<file path="config.mk">
export PLATFORM = sky130hd
export DESIGN_NAME = tl_socket_1n
export DESIGN_NICKNAME = d
export VERILOG_FILES = /design/src/rtl/tl_socket_1n.sv
export SDC_FILE = /design/constraint.sdc
export NUM_CORES = 1
export LEC_CHECK = 0
export CAP_MARGIN = 20
export CORE_AREA = 5 5 281 283
export CTS_CLUSTER_SIZE = 28
export DETAILED_ROUTE_END_ITERATION = 8
export DIE_AREA = 0 0 286 288
export GPL_TIMING_DRIVEN = 0
export PLACE_DENSITY = 0.3
export SLEW_MARGIN = 15
export SYNTH_ARGS = -nofsm -noshare
export SYNTH_HDL_FRONTEND = slang
export SYNTH_SLANG_ARGS = --single-unit
</file>
<file path="constraint.sdc">
create_clock -name clk -period 3.4 [get_ports clk]
set_input_delay 0.68 -clock clk [delete_from_list [all_inputs] [get_ports clk]]
set_output_delay 0.68 -clock clk [all_outputs]
set_load 0.02 [all_outputs]
</file>
<file path="src/rtl/tl_socket_1n.sv">
// tl_socket_1n: TileLink-UL 1-to-N socket.
//
// Routes client A requests to one of N_MGRS managers by address decode and
// merges manager D responses back to the client with a round-robin arbiter.
// Requests that hit no manager are answered locally by an error responder
// with a single denied D beat.
//
// Ports:
//   clk, rst_n              clock, asynchronous active-low reset
//   cli_a_*                 client A channel (valid/ready + request fields)
//   cli_d_*                 client D channel (valid/ready + response fields)
//   mgr_a_*                 per-manager A channels, fields flattened N_MGRS*width
//   mgr_d_*                 per-manager D channels, fields flattened N_MGRS*width
module tl_socket_1n #(
    parameter int unsigned               N_MGRS   = 2,
    parameter int unsigned               DATA_W   = 64,
    parameter int unsigned               ADDR_W   = 64,
    parameter int unsigned               SOURCE_W = 4,
    parameter int unsigned               SINK_W   = 4,
    parameter logic [N_MGRS*ADDR_W-1:0]  MGR_BASE = {64'h1000_0000, 64'h0},
    parameter logic [N_MGRS*ADDR_W-1:0]  MGR_MASK = {64'h0FFF_FFFF, 64'h0FFF_FFFF}
) (
    input  logic                         clk,
    input  logic                         rst_n,

    // Client A
    input  logic                         cli_a_valid_i,
    output logic                         cli_a_ready_o,
    input  logic [2:0]                   cli_a_opcode_i,
    input  logic [2:0]                   cli_a_param_i,
    input  logic [3:0]                   cli_a_size_i,
    input  logic [SOURCE_W-1:0]          cli_a_source_i,
    input  logic [ADDR_W-1:0]            cli_a_address_i,
    input  logic [7:0]                   cli_a_mask_i,
    input  logic [DATA_W-1:0]            cli_a_data_i,
    input  logic                         cli_a_corrupt_i,

    // Client D
    output logic                         cli_d_valid_o,
    input  logic                         cli_d_ready_i,
    output logic [2:0]                   cli_d_opcode_o,
    output logic [2:0]                   cli_d_param_o,
    output logic [3:0]                   cli_d_size_o,
    output logic [SOURCE_W-1:0]          cli_d_source_o,
    output logic [SINK_W-1:0]            cli_d_sink_o,
    output logic                         cli_d_denied_o,
    output logic [DATA_W-1:0]            cli_d_data_o,
    output logic                         cli_d_corrupt_o,

    // Manager A
    output logic [N_MGRS-1:0]            mgr_a_valid_o,
    input  logic [N_MGRS-1:0]            mgr_a_ready_i,
    output logic [N_MGRS*3-1:0]          mgr_a_opcode_o,
    output logic [N_MGRS*3-1:0]          mgr_a_param_o,
    output logic [N_MGRS*4-1:0]          mgr_a_size_o,
    output logic [N_MGRS*SOURCE_W-1:0]   mgr_a_source_o,
    output logic [N_MGRS*ADDR_W-1:0]     mgr_a_address_o,
    output logic [N_MGRS*8-1:0]          mgr_a_mask_o,
    output logic [N_MGRS*DATA_W-1:0]     mgr_a_data_o,
    output logic [N_MGRS-1:0]            mgr_a_corrupt_o,

    // Manager D
    input  logic [N_MGRS-1:0]            mgr_d_valid_i,
    output logic [N_MGRS-1:0]            mgr_d_ready_o,
    input  logic [N_MGRS*3-1:0]          mgr_d_opcode_i,
    input  logic [N_MGRS*3-1:0]          mgr_d_param_i,
    input  logic [N_MGRS*4-1:0]          mgr_d_size_i,
    input  logic [N_MGRS*SOURCE_W-1:0]   mgr_d_source_i,
    input  logic [N_MGRS*SINK_W-1:0]     mgr_d_sink_i,
    input  logic [N_MGRS-1:0]            mgr_d_denied_i,
    input  logic [N_MGRS*DATA_W-1:0]     mgr_d_data_i,
    input  logic [N_MGRS-1:0]            mgr_d_corrupt_i
);

    // Requester N_MGRS on the D side is the local error responder.
    localparam int unsigned      NREQ    = N_MGRS + 1;
    localparam int unsigned      PTR_W   = $clog2(NREQ);
    localparam logic [PTR_W-1:0] ERR_IDX = PTR_W'(N_MGRS);

    localparam logic [2:0] OP_GET        = 3'd4;
    localparam logic [2:0] OP_ACK        = 3'd0;
    localparam logic [2:0] OP_ACK_DATA   = 3'd1;

    typedef enum logic {ErrIdle, ErrResp} err_state_e;

    // ------------------------------------------------------------------
    // A channel: decode and route
    // ------------------------------------------------------------------
    logic [N_MGRS-1:0] a_sel_oh;
    logic              a_hit;

    // Lowest-index matching manager wins when windows overlap.
    always_comb begin
        a_sel_oh = '0;
        a_hit    = 1'b0;
        for (int unsigned j = 0; j < N_MGRS; j++) begin
            if (!a_hit &&
                ((cli_a_address_i & ~MGR_MASK[j*ADDR_W +: ADDR_W]) ==
                 (MGR_BASE[j*ADDR_W +: ADDR_W] & ~MGR_MASK[j*ADDR_W +: ADDR_W]))) begin
                a_sel_oh[j] = 1'b1;
                a_hit       = 1'b1;
            end
        end
    end

    err_state_e err_state_q, err_state_d;
    logic       err_a_ready;
    logic       miss_fire;

    assign err_a_ready = (err_state_q == ErrIdle);
    assign miss_fire   = cli_a_valid_i & ~a_hit & err_a_ready;

    assign mgr_a_valid_o   = {N_MGRS{cli_a_valid_i}} & a_sel_oh;
    assign cli_a_ready_o   = a_hit ? |(mgr_a_ready_i & a_sel_oh) : err_a_ready;

    assign mgr_a_opcode_o  = {N_MGRS{cli_a_opcode_i}};
    assign mgr_a_param_o   = {N_MGRS{cli_a_param_i}};
    assign mgr_a_size_o    = {N_MGRS{cli_a_size_i}};
    assign mgr_a_source_o  = {N_MGRS{cli_a_source_i}};
    assign mgr_a_address_o = {N_MGRS{cli_a_address_i}};
    assign mgr_a_mask_o    = {N_MGRS{cli_a_mask_i}};
    assign mgr_a_data_o    = {N_MGRS{cli_a_data_i}};
    assign mgr_a_corrupt_o = {N_MGRS{cli_a_corrupt_i}};

    // ------------------------------------------------------------------
    // Error responder
    // ------------------------------------------------------------------
    logic [2:0]          err_opcode_q, err_opcode_d;
    logic [3:0]          err_size_q, err_size_d;
    logic [SOURCE_W-1:0] err_source_q, err_source_d;
    logic                err_d_valid;
    logic                err_d_ready;

    assign err_d_valid = (err_state_q == ErrResp);

    always_comb begin
        err_state_d  = err_state_q;
        err_opcode_d = err_opcode_q;
        err_size_d   = err_size_q;
        err_source_d = err_source_q;
        unique case (err_state_q)
            ErrIdle: begin
                if (miss_fire) begin
                    err_state_d  = ErrResp;
                    err_size_d   = cli_a_size_i;
                    err_source_d = cli_a_source_i;
                    err_opcode_d = (cli_a_opcode_i == OP_GET) ? OP_ACK_DATA : OP_ACK;
                end
            end
            ErrResp: begin
                if (err_d_ready) begin
                    err_state_d = ErrIdle;
                end
            end
            default: err_state_d = ErrIdle;
        endcase
    end

    always_ff @(posedge clk or negedge rst_n) begin
        if (!rst_n) begin
            err_state_q  <= ErrIdle;
            err_opcode_q <= '0;
            err_size_q   <= '0;
            err_source_q <= '0;
        end else begin
            err_state_q  <= err_state_d;
            err_opcode_q <= err_opcode_d;
            err_size_q   <= err_size_d;
            err_source_q <= err_source_d;
        end
    end

    // ------------------------------------------------------------------
    // D channel: round-robin arbiter with grant lock
    // ------------------------------------------------------------------
    logic [NREQ-1:0]  req_valid;
    logic [PTR_W-1:0] ptr_q, ptr_d;
    logic             lock_q, lock_d;
    logic [PTR_W-1:0] lock_idx_q, lock_idx_d;
    logic [PTR_W-1:0] rr_idx;
    logic             rr_found;
    logic [PTR_W-1:0] gnt;
    logic             gnt_valid;
    logic             d_fire;
    int unsigned      idx;

    assign req_valid = {err_d_valid, mgr_d_valid_i};

    always_comb begin
        rr_found = 1'b0;
        rr_idx   = '0;
        idx      = 0;
        for (int unsigned i = 0; i < NREQ; i++) begin
            idx = 32'(ptr_q) + i;
            if (idx >= NREQ) begin
                idx = idx - NREQ;
            end
            if (!rr_found && req_valid[idx]) begin
                rr_found = 1'b1;
                rr_idx   = PTR_W'(idx);
            end
        end
    end

    // A beat offered while the client stalls keeps its grant, so the D
    // fields cannot change under a stalled client.
    assign gnt       = lock_q ? lock_idx_q : rr_idx;
    assign gnt_valid = rst_n & (lock_q ? req_valid[lock_idx_q] : rr_found);
    assign d_fire    = gnt_valid & cli_d_ready_i;

    always_comb begin
        ptr_d      = ptr_q;
        lock_d     = lock_q;
        lock_idx_d = lock_idx_q;
        if (d_fire) begin
            lock_d = 1'b0;
            ptr_d  = (gnt == ERR_IDX) ? '0 : gnt + PTR_W'(1);
        end else if (gnt_valid) begin
            lock_d     = 1'b1;
            lock_idx_d = gnt;
        end
    end

    always_ff @(posedge clk or negedge rst_n) begin
        if (!rst_n) begin
            ptr_q      <= '0;
            lock_q     <= 1'b0;
            lock_idx_q <= '0;
        end else begin
            ptr_q      <= ptr_d;
            lock_q     <= lock_d;
            lock_idx_q <= lock_idx_d;
        end
    end

    assign err_d_ready = d_fire & (gnt == ERR_IDX);

    always_comb begin
        mgr_d_ready_o = '0;
        for (int unsigned j = 0; j < N_MGRS; j++) begin
            mgr_d_ready_o[j] = d_fire & (gnt == PTR_W'(j));
        end
    end

    // D field mux; all-zero when nothing is offered.
    always_comb begin
        cli_d_valid_o   = gnt_valid;
        cli_d_opcode_o  = '0;
        cli_d_param_o   = '0;
        cli_d_size_o    = '0;
        cli_d_source_o  = '0;
        cli_d_sink_o    = '0;
        cli_d_denied_o  = 1'b0;
        cli_d_data_o    = '0;
        cli_d_corrupt_o = 1'b0;
        if (gnt_valid) begin
            if (gnt == ERR_IDX) begin
                cli_d_opcode_o  = err_opcode_q;
                cli_d_size_o    = err_size_q;
                cli_d_source_o  = err_source_q;
                cli_d_denied_o  = 1'b1;
                cli_d_corrupt_o = (err_opcode_q == OP_ACK_DATA);
            end else begin
                for (int unsigned j = 0; j < N_MGRS; j++) begin
                    if (gnt == PTR_W'(j)) begin
                        cli_d_opcode_o  = mgr_d_opcode_i[j*3 +: 3];
                        cli_d_param_o   = mgr_d_param_i[j*3 +: 3];
                        cli_d_size_o    = mgr_d_size_i[j*4 +: 4];
                        cli_d_source_o  = mgr_d_source_i[j*SOURCE_W +: SOURCE_W];
                        cli_d_sink_o    = mgr_d_sink_i[j*SINK_W +: SINK_W];
                        cli_d_denied_o  = mgr_d_denied_i[j];
                        cli_d_data_o    = mgr_d_data_i[j*DATA_W +: DATA_W];
                        cli_d_corrupt_o = mgr_d_corrupt_i[j];
                    end
                end
            end
        end
    end

endmodule
</file>
Signal wires by layer:
Scale: 1.5 px per um.
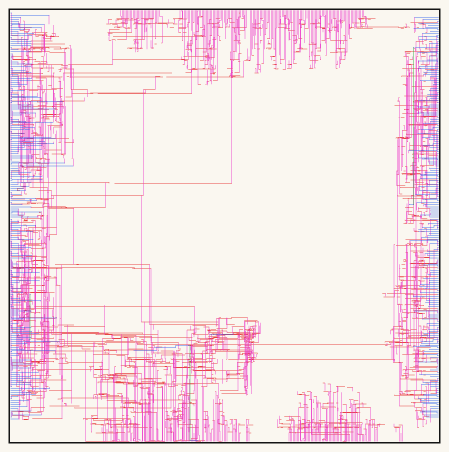
M2: marked magenta, wire length 18600 um. M1: marked red, wire length 9900 um. M3: marked blue, wire length 3450 um. M4: marked green, wire length 198 um.
Routed WL: 32120 um
via count: 6093
Total GRT Usage: 0.06907
DR WL/cell: 14.32 um

Clock nets:
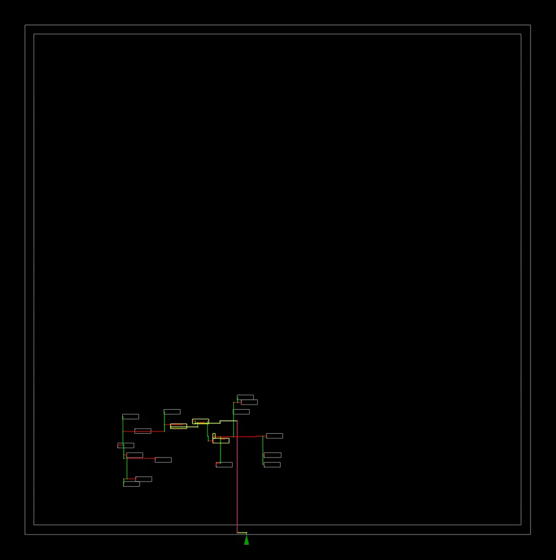
registers: 15
TritonCTS buffer count: 3
Fin Clk Skew: 0.003135 ns
Late-Pin Clk Latency: 0.25 ns

Power grid:
Scale: 1 px per um. Pins as bars on the die edge. Tap cells in gray.
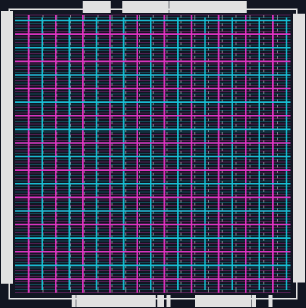
VDD: marked cyan. VSS: marked magenta.
The core has 102 rows. 719 signal pins sit on the boundary. 103 met1 rails follow the rows. 20 straps on met4. 20 straps on met5.
Die W: 286 um
Peak VDD IR: 0.0004363 V

Sequential cells colored by netlist name:
Scale: 1.5 px per um. Other sequential cells in the stronger gray, the rest of the logic in the fainter gray.
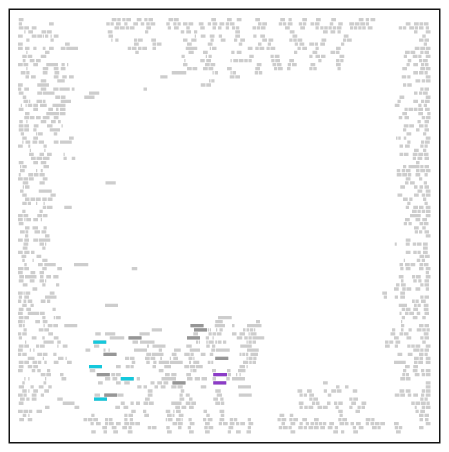
ptr_q: marked purple, sequential cells 2. err_source_q: marked cyan, sequential cells 4, where lower left.
FF/Latch Area: 376.6 sq um
Sequential Power: 0.335 mW
fraction of area in registers: 0.02853

Local utilization:
Scale: 1 px per um. 29 x 29 tiles, from white (low) to dark blue (high), 0 to 100% covered.
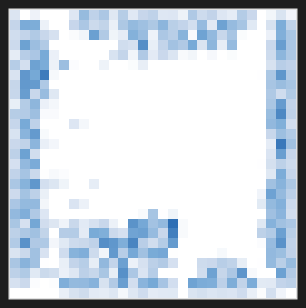
The emptiest ninth of the die: center. The fullest tile reaches 75%. The mean over all tiles is 14%.
Post-Route Utilization: 0.1727
Core Region: 76450 sq um

==> flow_metrics.py <==
# Flow results
metrics = {
    "detailed_routing": {
        "firstDrtPassIters": 4,
        "wl_met3_um": 3447,
        "drtIter0Drc": 46,
        "ant_nets": 0,
        "highest_layer": "met4",
    },
    "worst_hold_path": {
        "worstHoldStart": "err_source_q[0]$_DFFE_PN0P_",
        "hp-class": "flop to flop",
        "worstHoldPathCells": 1,
    },
    "worst_setup_path": {
        "timing.rr.start": "ptr_q[1]$_DFFE_PN0P_",
        "cp.arrival_ns": 2.84,
        "worstSetupEndpointType": "primary output",
        "endpoint": "cli_d_data_o[28]",
        "rr_endpoint": "ptr_q[0]$_DFFE_PN0P_",
        "required_ns": 2.72,
        "reg2reg_depth": 11,
        "crit_start": "ptr_q[1]$_DFFE_PN0P_",
        "critPathKind": "flop to primary output",
    },
    "sta": {
        "maxClockFrequency_mhz": 284.2,
        "maxSlewHeadroom": 0.4017,
        "setup_viol_count_final": 48,
        "fin_crit_ns": 3.519,
        "rsz0062_at_grt": "true",
        "drv_slew": 0,
        "max_slew.worst_pin.slew_ns": 0.8974,
        "final.setup.worst_slack_ns": -0.1192,
    },
    "synth": {
        "top_cells_by_area": "buf_4, mux2i_1, dfrtp_1",
        "yosysWarnings": 0,
        "synthCells": 600,
        "ys_ff": 15,
        "yosysTopAreaCellShare": 0.4927,
        "ys_sh_aoi": 0.05457,
        "mappedNetlistArea_sq_um": 4632,
        "avgSynthCellArea_sq_um": 7.720,
        "synth.cellmix.adderShare": 0.01080,
        "largest_area_cell": "buf_4",
        "yosysUniqueCellTypes": 40,
        "ys.flop_type": "dfrtp_1",
        "syn_nets": 931,
        "ys_seq_share": 0.08104,
        "async_flop_share": 1.000,
        "netlist_top_cells_count": "buf_4, mux2i_1, nor2_1",
        "ys_sh_mux": 0.2210,
        "logic_family": "buffers and inverters",
    },
    "grt": {
        "busiest_layer": "met2",
        "grt_max_degree": 18,
        "grt_pass1_wl_um": 43300,
        "grt_pass1_vias": 6610,
    },
    "layout": {
        "post_layout_nonfiller_instances": 2243,
        "nClkBuffers": 4,
        "comb_share": 0.1812,
        "drive_gt1_frac": 0.4274,
        "final-clk-cell-share": 0.005971,
        "lay_top_cells": "clkdlybuf4s50_1, buf_4, mux2i_1",
        "nonClkBufAreaFrac": 0.6885,
        "area_dominant_class": "buffers",
        "n_fill_cell": 8636,
        "nets": 1586,
        "final_cell_area_sq_um": 13200,
    },
    "die": {
        "rows": 102,
        "chipArea_sq_um": 82370,
        "tap_cells": 988,
    },
    "cts": {
        "clkSinkCount": 15,
        "cts_resized": 425,
        "clk_path_buf_depth": 2,
        "cts_max_level": 1,
        "clkSlewWorstSetupHoldPaths_ns": 0.05,
        "cts_tree": "done",
        "cts-root-buf": "clkbuf_16",
    },
    "run_status": {
        "status": "finished, violations left",
        "violations": "setup timing",
    },
    "place": {
        "place_area_sq_um": 12010,
        "place_inst": 2202,
        "dp_hpwl_um": 28330,
    },
    "power_and_ir_drop": {
        "p_int_mw": 4.701,
        "p_seq_frac": 0.039,
        "comb_power_share": 0.934,
        "p_sw_mw": 3.942,
        "p_leak_nw": 5.645,
        "switching_share": 0.4561,
        "p_clk_frac": 0.027,
        "total_power_mw": 8.643,
    },
}
-- sequential cells by signal, indices dropped and copies added, names as in the netlist --
name / cells
err_d_valid: 1
err_opcode_q: 1
ptr_q: 2
err_size_q: 4
lock_q: 1
lock_idx_q: 2
err_source_q: 4
-- worst max-delay path: stages (launching register included) --
cell and delay [ns]:
dfrtp_1 0.41, inv_2 0.11, ha_4 0.17, mux2i_4 0.26, mux2i_4 0.11, o41ai_4 0.38, o311ai_4 0.19, buf_12 0.19
buf_12 0.15, buf_12 0.15, mux2i_1 0.13, nor2_2 0.18, buf_6 0.15
-- stage by stage --
step,TNS (ns),util
final,-1.892,0.1727
after global routing,-12.06,0.1727
after CTS,-8.885,0.1655
after detailed placement,-113.06,0.1572
after global placement,-111.77,0.1572
after floorplan,0,-
Power and IR drop assume default switching activity.
